## src/rtl/demxuong4b.sv

```systemverilog
// rtl/demxuong4b.sv - prescaled 4-bit down counter with parallel load and wrap pulse
module demxuong4b #(
    parameter int DIV      = 4,
    parameter int WRAP_VAL = 15
) (
    input  logic       clk,
    input  logic       reset,
    input  logic       en,
    input  logic       load,
    input  logic [3:0] din,
    output logic [3:0] Q,
    output logic       tc,
    output logic       zero
);

    localparam int W = (DIV > 1) ? $clog2(DIV) : 1;
    localparam logic [W-1:0] DIV_LAST = W'(DIV - 1);
    localparam logic [3:0]   WRAP     = 4'(WRAP_VAL);

    logic [W-1:0] div_cnt;
    logic         step;

    assign step = (div_cnt == DIV_LAST);
    assign zero = (Q == 4'd0);

    always_ff @(posedge clk) begin
        if (reset) begin
            Q       <= WRAP;
            div_cnt <= '0;
            tc      <= 1'b0;
        end else if (load) begin
            Q       <= din;
            div_cnt <= '0;
            tc      <= 1'b0;
        end else if (en) begin
            if (step) begin
                div_cnt <= '0;
                // Only the 0 -> WRAP_VAL transition reloads; loaded values above it count down normally
                if (Q == 4'd0) begin
                    Q  <= WRAP;
                    tc <= 1'b1;
                end else begin
                    Q  <= Q - 4'd1;
                    tc <= 1'b0;
                end
            end else begin
                div_cnt <= div_cnt + 1'b1;
                tc      <= 1'b0;
            end
        end else begin
            tc <= 1'b0;
        end
    end

endmodule

```

## config.mk

```make
export PLATFORM = sky130hd
export DESIGN_NAME = demxuong4b
export DESIGN_NICKNAME = d
export VERILOG_FILES = /design/src/rtl/demxuong4b.sv
export SDC_FILE = /design/constraint.sdc
export NUM_CORES = 1
export LEC_CHECK = 0
export CAP_MARGIN = 15
export CORE_AREA = 2 2 39 41
export CTS_CLUSTER_SIZE = 28
export DETAILED_ROUTE_END_ITERATION = 10
export DIE_AREA = 0 0 41 43
export GPL_TIMING_DRIVEN = 0
export SYNTH_ARGS = -nofsm -noshare
export SYNTH_HDL_FRONTEND = slang
export SYNTH_SLANG_ARGS = --single-unit
export TNS_END_PERCENT = 10
```

## constraint.sdc

```tcl
create_clock -name clk -period 2.35 [get_ports clk]
set_input_delay 0.3525 -clock clk [delete_from_list [all_inputs] [get_ports clk]]
set_output_delay 0.3525 -clock clk [all_outputs]
set_load 0.02 [all_outputs]
```

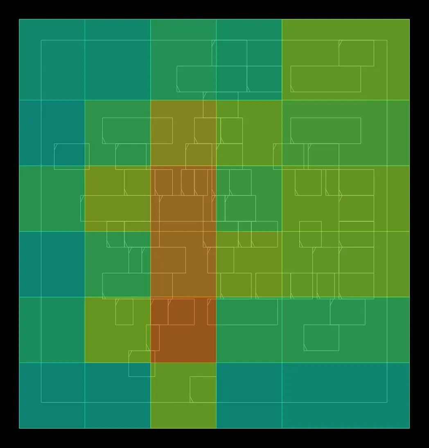
*Track usage over the die, run 1*
GRT Util Overall: 11.3%
GR Layer Usage met3: 6.28%
Util after Layout: 39.3%

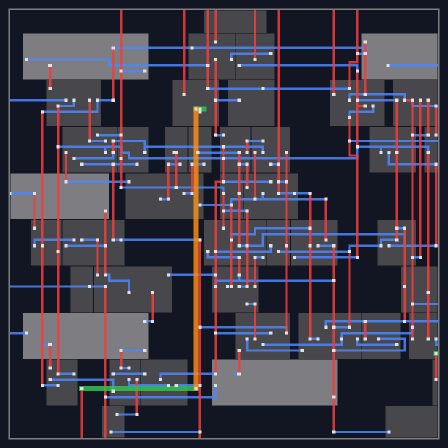
*Close-up of the layout, run 1*
Window x 8 to 33, y 9 to 34 microns. Cells in grey, sequential cells in the stronger grey; small squares are vias.
| layer | colour |
|---|---|
| M4 | orange |
| M2 | red |
| M1 | blue |
| M3 | green |
cells with their middle in the window: 42
netlist names of flops here include: `Q` (3), `div_cnt` (2)
sequential cells in the window: 5
most frequent: dfxtp_1 (5), a21oi_1 (4), inv_1 (3)

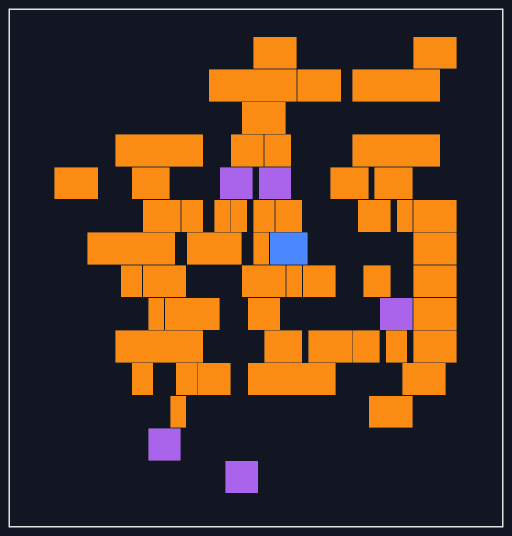
*Cell sizes after repair, run 1*
(12 px per micron)
| size | colour | cells | most used |
|---|---|---|---|
| x2 | blue | 1 | a31o_2 |
| x3 and x4 | purple | 5 | clkbuf_4 |
| x1 and smaller | orange | 51 | clkdlybuf4s50_1 |

==> impl_metrics.csv, run 1 <==
group,metric,value,unit
worst_hold_path,worstHoldEndpoint,"Q[3]",
floorplanning,die_height,43,microns
power_and_ir_drop,intPower,0.219,mW
synthesis,ys_seq_share,37.1,%
power_and_ir_drop,p_clk,0.113,mW
synthesis,synthArstFlopShare,0,%
synthesis,common_cells,"dfxtp_1, a21oi_1, inv_1",
sta,finClkSkew,2.05,ps
power_and_ir_drop,p_leak,0.223,nW
synthesis,yosys_warnings,0,
power_and_ir_drop,powerSeq,0.131,mW
drt,wl,818,microns
clocking,cts.path.max_buffers,2,
finish,lay_top_count,"clkdlybuf4s50_1",
global_route,grt_pass1_wl,1270,microns
drt,drt_iter0_drc,6,
worst_setup_path,reg2regPathDepth,4,
sta,whs,370,ps
placement,routabilityCongestion,0.647,
sta,min_period,2180,ps
run,warnings,26,
placement,placed_area,518,sq um
outcome,run_status,"completed",
worst_setup_path,cp-start-kind,"flip-flop",
synthesis,yosys.area.top_type,"dfxtp_1",
clocking,ctsResizeCount,0,
synthesis,yosys_area,378,sq um
sta,setup_violations,0,
run,cap_violations,0,
clocking,cts-root-buf,"clkbuf_4",
power_and_ir_drop,p_per_area,543,nW/um^2
worst_hold_path,hp-start,"en",
power_and_ir_drop,power_leader,"registers",
floorplanning,num_rows,14,
synthesis,xor_area_share,0,%
synthesis,yosys.area_share.aoi,21.2,%
power_and_ir_drop,power.switching,0.0764,mW
synthesis,synth_area_per_cell,9.22,sq um
sta,drv_slew,0,
synthesis,top_area_share,37.1,%
drt,wl_met3,69,microns
drt,viasPerCell,5.15,
global_route,busiest_layer,"met2",
worst_setup_path,regToRegStartpoint,"div_cnt[0]",
sta,clock.fmax,0.459,GHz
global_route,first_global_vias,307,
worst_hold_path,hp-class,"in -> reg",
power_and_ir_drop,p_sw_share,25.8,%
worst_hold_path,holdPathStages,2,
floorplanning,die_w,41,microns
worst_setup_path,end_kind,"output port",
clocking,cts_tree,"yes",
finish,layout-drive-gt1-share,10.5,%
synthesis,synth_area,378,sq um
drt,dr_wl_met2,382,microns
finish,stdcell_count,73,
placement,hpwl,596,microns
worst_setup_path,slowest_stage,"clkdlybuf4s50_1",
synthesis,edf_count,0,
sta,rsz0062_at_grt,"false",
sta,final.setup.tns,0,ps
finish,fill_cells,162,
clocking,clk_pin_slew,50,ps
placement,port_buffers,12,
worst_setup_path,critPathMaxStageDelay,660,ps
worst_setup_path,cp.arrival,1830,ps
floorplanning,fp_util,27.3,%
placement,post-place-ws,464,ps
clocking,cts_setup_buffers,0,
drt,vias,376,
drt,drt-met1-wl,349,microns
clocking,cts_buffers,3,
placement,dp.cells,69,
finish,nNetsFinal,68,
worst_setup_path,critPathBufInv,2,
worst_setup_path,r2r_end,"Q[3]",
floorplanning,io_pins,14,
global_route,grt_max_degree,11,
drt,post_drt_wl_per_cell,11.2,microns
power_and_ir_drop,p_comb,0.0522,mW
power_and_ir_drop,p_comb_share,17.6,%
global_route,gr-usage-met2,15.9,%
finish,layout_top_cells,"clkdlybuf4s50_1, dfxtp_1, a21oi_1",
synthesis,ys_cells,41,
synthesis,area_leaders,"dfxtp_1, ha_1, a21oi_1, buf_4, nor3b_1",
drt,ant_nets,0,
synthesis,synthFlopType,"dfxtp_1",
worst_setup_path,crit_fanout,6,
global_route,grt_overflow,0,
sta,tightest_slew,279,ps
floorplanning,coreArea,1380,sq um
drt,route.detailed.drc,0,
global_route,antenna_found_initial,0,
drt,drtPass1Iterations,3,
clocking,cts_hold_buf,0,
synthesis,simple_gate_area_share,25.5,%
floorplanning,die_area,1760,sq um
synthesis,fp_nets,51,
power_and_ir_drop,ir_drop,182,uV
power_and_ir_drop,power,0.296,mW
synthesis,synthCells,41,
worst_setup_path,critPathRequiredTime,2000,ps
sta,slew_headroom,81.3,%
clocking,ctsHtreeMaxLevel,1,
worst_setup_path,path_cells,"inv_1, ha_1, nor3b_1, clkdlybuf4s50_1",
synthesis,synth_top_cell_by_count,"dfxtp_1",
global_route,grtUsageMet1,12.2,%
finish,stdcell_area,544,sq um
synthesis,ys_sh_mux,2.65,%
power_and_ir_drop,pwr-share-clk,38.0,%
worst_setup_path,crit_type,"reg -> out",
drt,top_layer,"met4",
worst_setup_path,critPathTopFamily,"buffers and inverters",
finish,antenna_cells,0,
clocking,clock_latency,250,ps
worst_setup_path,rrSetupSlack,1040,ps
synthesis,ys.flops,7,
finish,syn_to_final_growth,44.0,%
power_and_ir_drop,seqPwrFrac,44.3,%
sta,period_used_share,92.7,%
synthesis,ys_sh_adder,6.62,%
synthesis,synth_cell_types,25,
sta,final.setup.worst_slack,171,ps
## run 1: how the worst max path moves through the flow
stage	endpoint	slack [ps]	depth (start not counted)	from
floorplan	tc	760	4	Q[0]
global placement	zero	460	4	Q[0]
detailed placement	zero	460	4	Q[0]
CTS	zero	170	4	Q[0]
global route	zero	40	4	Q[0]
finish	zero	170	4	Q[0]
## run 1: final cells by class
cell class	count	area [sq um]	share of cell area (%)
clock buffer	4	26.3	4.83
buffer	2	15.0	2.76
inverter	3	11.3	2.07
multi-input combinational	29	211	38.9
timing repair buffer	12	120	22.1
sequential	7	140	25.7
tap	16	20.0	3.68
## run 1: registers in the layout (all words and copies together) (netlist names)
name and count:
tc 1, div_cnt 2, Q 4
--- run 2 (diff from run 1) ---
--- a/config.mk
+++ b/config.mk
@@ -10,7 +10,6 @@
 export CTS_CLUSTER_SIZE = 28
 export DETAILED_ROUTE_END_ITERATION = 10
 export DIE_AREA = 0 0 41 43
-export GPL_TIMING_DRIVEN = 0
 export SYNTH_ARGS = -nofsm -noshare
 export SYNTH_HDL_FRONTEND = slang
 export SYNTH_SLANG_ARGS = --single-unit
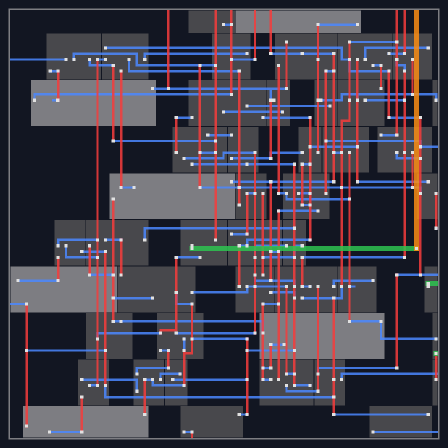
*Close-up of the layout, run 2*
Window x 8 to 33, y 9 to 34 microns. Cells in grey, sequential cells in the stronger grey; small squares are vias.
| layer | colour |
|---|---|
| M3 | green |
| M2 | red |
| M4 | orange |
| M1 | blue |
most frequent: dfxtp_1 (5), a21oi_1 (4), inv_1 (3)
cells with their middle in the window: 41
netlist names of flops here include: `Q` (3), `div_cnt` (2)
sequential cells in the window: 5

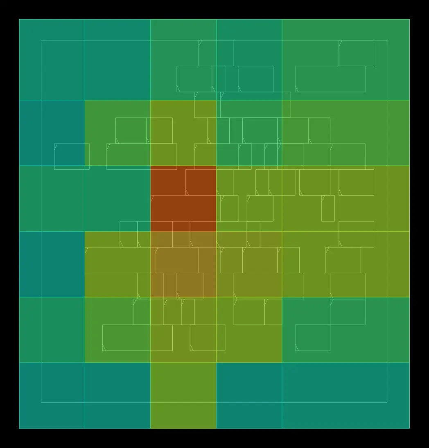
*Track usage over the die, run 2*
DR WL/cell: 11.8 microns
GRT Util Overall: 11.8%
GRT met2 Usage: 17.5%

==> run 2 against run 1 <==
- synthesized area unchanged
- highest routed layer unchanged
- critical path depth unchanged
- largest cell class unchanged
- total power down 1.5%
- via count down 3.2%
- combinational power about the same
- critical endpoint unchanged
- largest power group unchanged
==> impl_metrics.csv, run 2 <==
group,metric,value,unit
finish,fin_util,39.0,%
worst_hold_path,holdPathStages,2,
worst_setup_path,worst-path-stages,4,
synthesis,yosys_warnings,0,
clocking,cts_tree,"yes",
global_route,busiest_layer,"met2",
worst_setup_path,critPathMaxStageDelay,640,ps
worst_hold_path,hp-class,"reg -> reg",
worst_setup_path,reg2regPathDepth,4,
worst_setup_path,path_cells,"inv_1, ha_1, nor3b_1, clkdlybuf4s50_1",
clocking,clock_latency,250,ps
sta,tightest_slew,424,ps
synthesis,yosys.area_share.aoi,21.2,%
sta,min_period,2090,ps
clocking,cts_setup_buffers,0,
worst_setup_path,slowest_stage,"clkdlybuf4s50_1",
drt,drtPass1Iterations,4,
synthesis,ys_seq_share,37.1,%
finish,nNetsFinal,67,
synthesis,synth_top_cell_by_count,"dfxtp_1",
synthesis,ys_sh_mux,2.65,%
synthesis,area_leaders,"dfxtp_1, ha_1, a21oi_1, buf_4, nor3b_1",
global_route,grt_overflow,0,
placement,routabilityCongestion,0.659,
floorplanning,coreArea,1380,sq um
sta,setup_violations,0,
synthesis,ys.flops,7,
synthesis,top_area_share,37.1,%
drt,wl_met3,56,microns
sta,rsz0062_at_grt,"false",
clocking,ctsResizeCount,0,
global_route,antenna_found_initial,0,
placement,placed_area,513,sq um
global_route,use_met3,4.71,%
synthesis,ys_cells,41,
sta,whs,523,ps
worst_setup_path,critPathRequiredTime,2000,ps
sta,final.setup.worst_slack,261,ps
drt,vias,364,
global_route,first_global_vias,346,
synthesis,simple_gate_area_share,25.5,%
finish,antenna_cells,0,
floorplanning,die_w,41,microns
sta,period_used_share,88.9,%
worst_setup_path,crit_fanout,6,
finish,lay_top_count,"clkdlybuf4s50_1",
drt,dr_wl_met2,389,microns
placement,dp.cells,68,
floorplanning,fp_util,27.3,%
global_route,grt_pass1_wl,1320,microns
drt,ant_nets,0,
placement,hpwl,630,microns
finish,top_register,"Q",
finish,layout-drive-gt1-share,7.14,%
floorplanning,io_pins,14,
global_route,grtUsageMet1,11.9,%
drt,drt_iter0_drc,1,
synthesis,yosys_area,378,sq um
sta,slew_headroom,71.7,%
power_and_ir_drop,power,0.291,mW
synthesis,synthFlopType,"dfxtp_1",
worst_setup_path,crit_type,"reg -> out",
drt,drt-met1-wl,381,microns
sta,finClkSkew,1.81,ps
drt,wl,850,microns
global_route,grt_max_degree,14,
power_and_ir_drop,p_per_area,541,nW/um^2
synthesis,yosys.area.top_type,"dfxtp_1",
floorplanning,die_area,1760,sq um
sta,final.setup.tns,0,ps
floorplanning,die_height,43,microns
finish,largest_register_ff_count,4,
synthesis,synthArstFlopShare,0,%
placement,post-place-ws,529,ps
finish,largestRegisters,"Q (4), div_cnt (2), tc (1)",
worst_setup_path,critPathBufInv,2,
synthesis,ys_sh_adder,6.62,%
worst_setup_path,cp.arrival,1740,ps
worst_setup_path,cp-start-kind,"flip-flop",
synthesis,synthCells,41,
finish,layout_top_cells,"clkdlybuf4s50_1, dfxtp_1, a21oi_1",
worst_setup_path,critPathTopFamily,"buffers and inverters",
clocking,cts_hold_buf,0,
floorplanning,num_rows,14,
placement,port_buffers,13,
drt,route.detailed.drc,0,
synthesis,synth_area_per_cell,9.22,sq um
drt,top_layer,"met4",
clocking,clock-sinks,7,
finish,syn_to_final_growth,42.7,%
synthesis,synth_cell_types,25,
run,warnings,26,
drt,viasPerCell,5.06,
sta,drv_slew,0,
synthesis,xor_area_share,0,%
synthesis,synth_area,378,sq um
power_and_ir_drop,ir_drop,244,uV
outcome,run_status,"completed",
clocking,clk_pin_slew,50,ps
clocking,ctsHtreeMaxLevel,1,
clocking,cts_buffers,3,
worst_setup_path,end_kind,"output port",
synthesis,edf_count,0,
sta,clock.fmax,0.479,GHz
finish,stdcell_count,72,
synthesis,common_cells,"dfxtp_1, a21oi_1, inv_1",
finish,stdcell_area,539,sq um
run,cap_violations,0,
synthesis,fp_nets,51,
power_and_ir_drop,p_leak,0.218,nW
clocking,cts.path.max_buffers,2,
clocking,cts-root-buf,"clkbuf_4",
==> run 2: cell counts after synthesis <==
No cell type changed its count.
==> run 2: final timing paths <==
| check | start | endpoint | slack, ps |
|---|---|---|---|
| worst max-delay path | Q[0] | zero | 260 |
| worst min register to register | div_cnt[1] | div_cnt[1] | 520 |
| worst min-delay path | div_cnt[1] | div_cnt[1] | 520 |
| worst max register to register | div_cnt[0] | Q[3] | 1030 |
==> run 2: layout make-up <==
class	count	area, sq um
repair buffers	13	130
multi-input cells	29	211
inverters	3	11.3
clock buffers	4	26.3
fillers	159	845
flip-flops and latches	7	140
well taps	16	20.0
==> run 2: power breakdown <==
part	switching, mW	internal [mW]	total [mW]	leakage [nW]
logic	0.0232	0.0291	0.0522	0.145
registers	0.00639	0.125	0.131	0.0577
clock network	0.0436	0.0648	0.108	0.0150
--- run 3 (diff from run 2) ---
--- a/config.mk
+++ b/config.mk
@@ -7,6 +7,7 @@
 export LEC_CHECK = 0
 export CAP_MARGIN = 15
 export CORE_AREA = 2 2 39 41
+export CTS_CLUSTER_DIAMETER = 50
 export CTS_CLUSTER_SIZE = 28
 export DETAILED_ROUTE_END_ITERATION = 10
 export DIE_AREA = 0 0 41 43
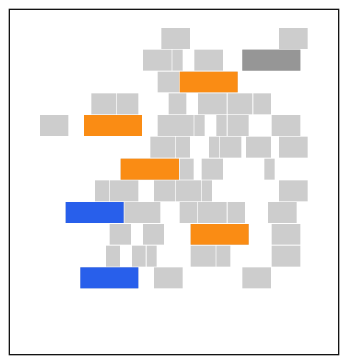
*Where the registers sit, run 3*
(8 px per micron)
| signal | colour | flops |
|---|---|---|
| `div_cnt` | blue | 2 |
| `Q` | orange | 4 |
Util after Layout: 39.0%
sequential power: 0.131 mW
register area: 140 sq um

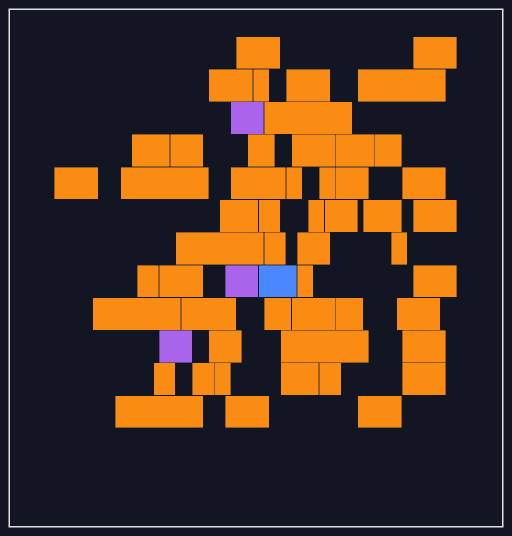
*Cell sizes after repair, run 3*
(12 px per micron)
| size | colour | cells | most used |
|---|---|---|---|
| x1 and smaller | orange | 52 | clkdlybuf4s50_1 |
| x2 | blue | 1 | a31o_2 |
| x3 and x4 | purple | 3 | clkbuf_4 |
Final WS setup: 261 ps
non-clock buffer instance count of the final layout: 13

==> run 3 against run 2 <==
- count of clock-buffer cells in the layout unchanged
- cell area stayed put
- routed wire length is the same
- die area did not move
- via count did not move
- clock skew did not move
- sequential power is essentially flat
- combinational power is essentially flat
- total power stayed put
- utilization unchanged
- hold slack did not move
- largest power group unchanged
==> impl_metrics.csv, run 3 <==
group,metric,value,unit
global_route,use_met3,4.71,%
drt,wl,850,microns
placement,post-place-ws,529,ps
power_and_ir_drop,ir_drop,244,uV
finish,nClkBuffers,4,
sta,hold_violations,0,
global_route,grtUsageMet1,11.9,%
drt,ant_nets,0,
finish,nNetsFinal,67,
finish,syn_to_final_growth,42.7,%
finish,seq_share,26.0,%
global_route,grt_max_degree,14,
synthesis,synthArstFlopShare,0,%
drt,post_drt_wl_per_cell,11.8,microns
finish,clock_area_share,4.87,%
clocking,clock_latency,250,ps
synthesis,yosys_warnings,0,
worst_setup_path,reg2regPathDepth,4,
global_route,antenna_found_initial,0,
worst_setup_path,cp-start-kind,"flip-flop",
worst_setup_path,end_kind,"output port",
power_and_ir_drop,p_per_area,541,nW/um^2
worst_hold_path,holdPathStages,2,
finish,largest_register_ff_count,4,
finish,logic_gate_count,29,
worst_setup_path,path_cells,"inv_1, ha_1, nor3b_1, clkdlybuf4s50_1",
worst_setup_path,critPathMaxStageDelay,640,ps
sta,slew_headroom,71.7,%
global_route,grt_overflow,0,
global_route,gr-usage-met2,17.5,%
placement,routabilityCongestion,0.659,
worst_hold_path,hp-start,"div_cnt[1]",
sta,rsz0062_at_grt,"false",
floorplanning,die_height,43,microns
floorplanning,num_tap_cells,16,
outcome,run_status,"completed",
synthesis,synth_top_cell_by_count,"dfxtp_1",
drt,vias,364,
synthesis,synth_area_per_cell,9.22,sq um
sta,clock.fmax,0.479,GHz
drt,drtPass1Iterations,4,
synthesis,synth_area,378,sq um
finish,fill_cells,159,
drt,dr_wl_met2,389,microns
floorplanning,io_pins,14,
clocking,cts.path.max_buffers,2,
global_route,grtUsageTotal,11.8,%
synthesis,synth_cell_types,25,
floorplanning,die_w,41,microns
drt,drt_iter0_drc,1,
floorplanning,fp_util,27.3,%
finish,n_all_inverters,3,
finish,antenna_cells,0,
worst_setup_path,critPathBufInv,2,
global_route,first_global_vias,346,
clocking,cts_tree,"yes",
floorplanning,die_area,1760,sq um
synthesis,fp_nets,51,
worst_hold_path,hp-class,"reg -> reg",
finish,layout-drive-gt1-share,7.14,%
placement,port_buffers,13,
drt,viasPerCell,5.06,
drt,top_layer,"met4",
synthesis,area_leaders,"dfxtp_1, ha_1, a21oi_1, buf_4, nor3b_1",
synthesis,top_area_share,37.1,%
sta,final.setup.tns,0,ps
global_route,busiest_layer,"met2",
worst_setup_path,cp.arrival,1740,ps
sta,period_used_share,88.9,%
clocking,cts-root-buf,"clkbuf_4",
finish,top_register,"Q",
synthesis,ys_cells,41,
sta,drv_slew,0,
drt,drt-met1-wl,381,microns
clocking,ctsHtreeMaxLevel,1,
synthesis,edf_count,0,
clocking,clock-sinks,7,
worst_setup_path,crit_type,"reg -> out",
worst_setup_path,crit_fanout,6,
finish,layout_top_cells,"clkdlybuf4s50_1, dfxtp_1, a21oi_1",
finish,final-nonclk-buf-share,24.1,%
sta,finClkSkew,1.81,ps
drt,route.detailed.drc,0,
worst_setup_path,rrSetupSlack,1030,ps
worst_setup_path,critPathTopFamily,"buffers and inverters",
run,warnings,26,
placement,hpwl,630,microns
worst_setup_path,regToRegStartpoint,"div_cnt[0]",
clocking,cts_buffers,3,
worst_setup_path,slowest_stage,"clkdlybuf4s50_1",
drt,wl_met3,56,microns
sta,min_period,2090,ps
sta,tightest_slew,424,ps
run,cap_violations,0,
synthesis,ys.flops,7,
worst_setup_path,crit_path_start,"Q[0]",
power_and_ir_drop,p_leak,0.218,nW
worst_setup_path,critPathRequiredTime,2000,ps
floorplanning,coreArea,1380,sq um
floorplanning,num_rows,14,
worst_setup_path,r2r_end,"Q[3]",
finish,dominant-cell-class,"logic gates",
worst_setup_path,crit_end,"zero",
sta,setup_violations,0,
finish,comb_area,211,sq um
synthesis,yosys.area.top_type,"dfxtp_1",
finish,largestRegisters,"Q (4), div_cnt (2), tc (1)",
synthesis,synthFlopType,"dfxtp_1",
synthesis,ys_seq_share,37.1,%
finish,design.seq.count,7,
clocking,cts_setup_buffers,0,
synthesis,synthCells,41,
finish,lay_top_count,"clkdlybuf4s50_1",
synthesis,common_cells,"dfxtp_1, a21oi_1, inv_1",
worst_setup_path,worst-path-stages,4,
worst_hold_path,worstHoldEndpoint,"div_cnt[1]",
finish,sh_comb_area,39.2,%
global_route,grt_pass1_wl,1320,microns
clocking,cts_hold_buf,0,
clocking,ctsResizeCount,0,
clocking,clk_pin_slew,50,ps
synthesis,yosys_area,378,sq um
run 3: cell counts after synthesis:
Identical to the previous run, type by type.
run 3: cell families (layout without fill, tap and decap cells):
logic type,after synthesis,after routing,synth area share (%)
buffers and inverters,5,20,6.95
adders and majority gates,2,2,6.62
AOI/OAI and AO/OA,11,11,21.2
muxes,1,1,2.65
and+or+nand+nor,15,15,25.5
DFF,7,7,37.1
run 3: stage by stage:
step	utilization, %	power, mW	instances	hold WS [ps]	cell area [sq um]
floorplan	-	0.161	41	429	378
global placement	37.1	0.185	68	518	513
detailed placement	37.1	0.186	68	518	513
CTS	39.0	0.298	72	530	539
global route	39.0	0.313	72	564	539
finish	39.0	0.291	72	523	539
run 3: report_power, final:
part	internal, mW	switching (mW)
sequential	0.125	0.00639
clock	0.0648	0.0436
combinational	0.0291	0.0232
total	0.218	0.0731
No activity file was given, so power comes from the tool's default toggle rates.
